==> config.mk <==
export PLATFORM = sky130hd
export DESIGN_NAME = func_scheduler_flat
export DESIGN_NICKNAME = d
export VERILOG_FILES = /design/src/rtl/func_scheduler_if.sv /design/src/rtl/func_scheduler.sv /design/src/flat_wrapper.sv
export SDC_FILE = /design/constraint.sdc
export NUM_CORES = 1
export LEC_CHECK = 0
export ABC_AREA = 1
export CORE_ASPECT_RATIO = 0.7
export CORE_MARGIN = 2
export CORE_UTILIZATION = 58
export DETAILED_ROUTE_END_ITERATION = 16
export PLACE_DENSITY = 0.85
export SYNTH_ARGS = -nofsm -noshare
export SYNTH_HDL_FRONTEND = slang
export SYNTH_SLANG_ARGS = --single-unit
export TNS_END_PERCENT = 10
==> constraint.sdc <==
create_clock -name clk -period 5.05 [get_ports clk]
set_clock_uncertainty 0.15 [all_clocks]
set_input_delay 0.505 -clock clk [delete_from_list [all_inputs] [get_ports clk]]
set_output_delay 0.505 -clock clk [all_outputs]
set_load 0.01 [all_outputs]
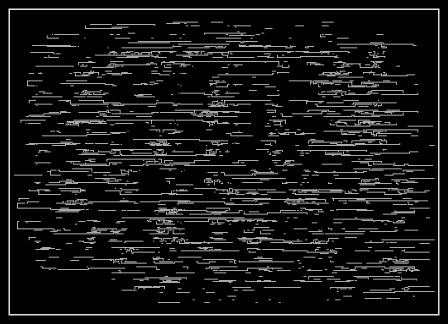
Fig. 1. Metal 1.
longest straight run: 34.0 microns
main direction: horizontal
wire length reported by the detailed router: 10400 microns
routing usage on met1: 28.1%
vias after detailed routing: 3632

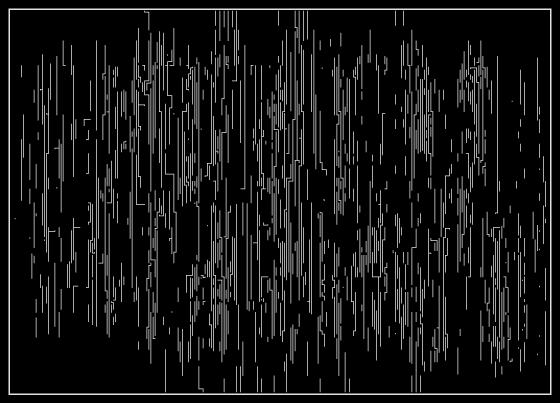
Fig. 2. Metal 2.
longest straight run: 41.1 microns
nets with wire on the layer: 508
share of all routed wire: 50%
global routing met2 resource utilization: 37.6%

==> flow_results.xml <==
<?xml version="1.0" encoding="UTF-8"?>
<metrics>
  <group name="layout">
    <metric name="area.share.sequential" unit="%">52.9</metric>
    <metric name="clockNetworkAreaShare" unit="%">8.56</metric>
    <metric name="logic_area" unit="sq um">1510</metric>
    <metric name="lay_top_count" unit="">sky130_fd_sc_hd__nand2_1</metric>
    <metric name="nonClkBufAreaFrac" unit="%">11.9</metric>
    <metric name="top_area_cell_class" unit="">registers</metric>
    <metric name="final.signal_buffer_count" unit="">81</metric>
    <metric name="fin_nets" unit="">611</metric>
    <metric name="finalCoreUtilization" unit="%">75.1</metric>
    <metric name="num-clock-buffers" unit="">21</metric>
    <metric name="diodes" unit="">0</metric>
    <metric name="ff_count" unit="">129</metric>
    <metric name="num-fill-cells" unit="">573</metric>
    <metric name="inverters" unit="">39</metric>
    <metric name="fraction_of_standard_cell_area_in_multi_input_logic" unit="%">22.2</metric>
  </group>
  <group name="synth">
    <metric name="synthesis.instances" unit="">485</metric>
    <metric name="ys_sh_mux" unit="%">0.187</metric>
    <metric name="post_synth_most_frequent_cells" unit="">117 x sky130_fd_sc_hd__nand2_1, 72 x sky130_fd_sc_hd__edfxtp_1, 70 x sky130_fd_sc_hd__nor2_1</metric>
    <metric name="yosys_register_bits" unit="">129</metric>
    <metric name="synth_warnings" unit="">0</metric>
    <metric name="cell_count_in_the_yosys_report" unit="">485</metric>
    <metric name="area_leaders" unit="">sky130_fd_sc_hd__edfxtp_1 40%, sky130_fd_sc_hd__dfrtp_1 27%, sky130_fd_sc_hd__nand2_1 8.2%</metric>
    <metric name="synth.yosys.chip_area" unit="sq um">5370</metric>
    <metric name="post_synth_main_logic_family" unit="">simple AND/OR/NAND/NOR gates</metric>
    <metric name="syn-mean-instance-area" unit="sq um">11.1</metric>
  </group>
  <group name="final_timing">
    <metric name="final-max-slew-violation-count" unit="">0</metric>
    <metric name="finalHoldViolations" unit="">0</metric>
    <metric name="post-route-period-util" unit="%">52.8</metric>
    <metric name="layout_min_cycle_time" unit="ns">2.67</metric>
  </group>
  <group name="routing">
    <metric name="route.detailed.drc" unit="">0</metric>
    <metric name="detail-route-antenna-nets" unit="">0</metric>
    <metric name="via_per_inst" unit="">5.16</metric>
    <metric name="drtPass1Iterations" unit="">4</metric>
    <metric name="maxUsedRoutingLayer" unit="">met4</metric>
    <metric name="drt_first_iter_violations" unit="">233</metric>
    <metric name="route.met2.wl" unit="microns">5190</metric>
  </group>
  <group name="clocking">
    <metric name="clk_ins_delay_skew_pair" unit="ns">0.41</metric>
    <metric name="cts_buffer_count" unit="">17</metric>
    <metric name="clk_pin_slew_worst_paths" unit="ns">0.05</metric>
    <metric name="clock_tree.buffer_depth" unit="">2</metric>
    <metric name="cts_resized" unit="">0</metric>
    <metric name="h-tree-depth" unit="">4</metric>
  </group>
  <group name="place">
    <metric name="portBuffers" unit="">79</metric>
    <metric name="dpl_hpwl" unit="microns">6340</metric>
    <metric name="globalplace.congestion" unit="">0.775</metric>
  </group>
  <group name="global_route">
    <metric name="number_of_global_route_vias_before_repair" unit="">3699</metric>
    <metric name="global_route_hottest_layer" unit="">met2</metric>
    <metric name="globalRoute.totalOverflow" unit="">0</metric>
  </group>
  <group name="setup_path">
    <metric name="worstSetupPathDepth" unit="">10</metric>
    <metric name="required" unit="ns">5.19</metric>
    <metric name="startpoint_type_of_the_worst_setup_path" unit="">flop</metric>
    <metric name="crit_path_max_fanout" unit="">20</metric>
    <metric name="rrSetupSlack" unit="ns">2.38</metric>
    <metric name="path_class" unit="">flop to flop</metric>
    <metric name="ordered_list_of_cells_on_the_worst_path" unit="">inv_1 &gt; ha_1 &gt; nand3_2 &gt; inv_1 &gt; ha_1 &gt; inv_1 &gt; ha_1 &gt; inv_1 &gt; fa_1 &gt; xnor2_1</metric>
    <metric name="critPathMostFrequentCell" unit="">sky130_fd_sc_hd__inv_1</metric>
  </group>
  <group name="power">
    <metric name="leakagePower" unit="uW">0.00291</metric>
    <metric name="p_sw_share" unit="%">33.2</metric>
    <metric name="fraction_of_power_consumed_by_combinational_cells" unit="%">31.5</metric>
    <metric name="seq_power_share" unit="%">39.2</metric>
    <metric name="netSwitchingPower" unit="uW">1360</metric>
  </group>
  <group name="floorplan">
    <metric name="die_w" unit="microns">119</metric>
    <metric name="floorplanUtilization" unit="%">59.4</metric>
    <metric name="chip_area" unit="sq um">10000</metric>
    <metric name="rows" unit="">29</metric>
  </group>
  <group name="status">
    <metric name="status" unit="">completed</metric>
  </group>
  <group name="job">
    <metric name="log.warning_count" unit="">31</metric>
    <metric name="maxCapViolCount" unit="">0</metric>
  </group>
</metrics>
-- power by group through the flow --
stage | sequential [uW] | combinational [uW] | clock (uW)
floorplan | 1620 | 825 | 0
detailed placement | 1620 | 1290 | 0
global placement | 1610 | 1220 | 0
finish | 1610 | 1290 | 1200
global route | 1640 | 1450 | 1270
CTS | 1610 | 1310 | 1210
-- through the flow --
stage	total power, uW	cell area, sq um	setup slack [ns]	cells	hold WS (ns)
after CTS	4130	6780	2.34	704	0.334
after global routing	4360	6780	2.22	704	0.350
after detailed placement	2910	6200	1.98	672	0.319
after global placement	2830	6200	2.15	672	0.310
after floorplan	2440	5370	2.77	485	0.319
final	4100	6780	2.38	704	0.332
Power and IR drop assume default switching activity.
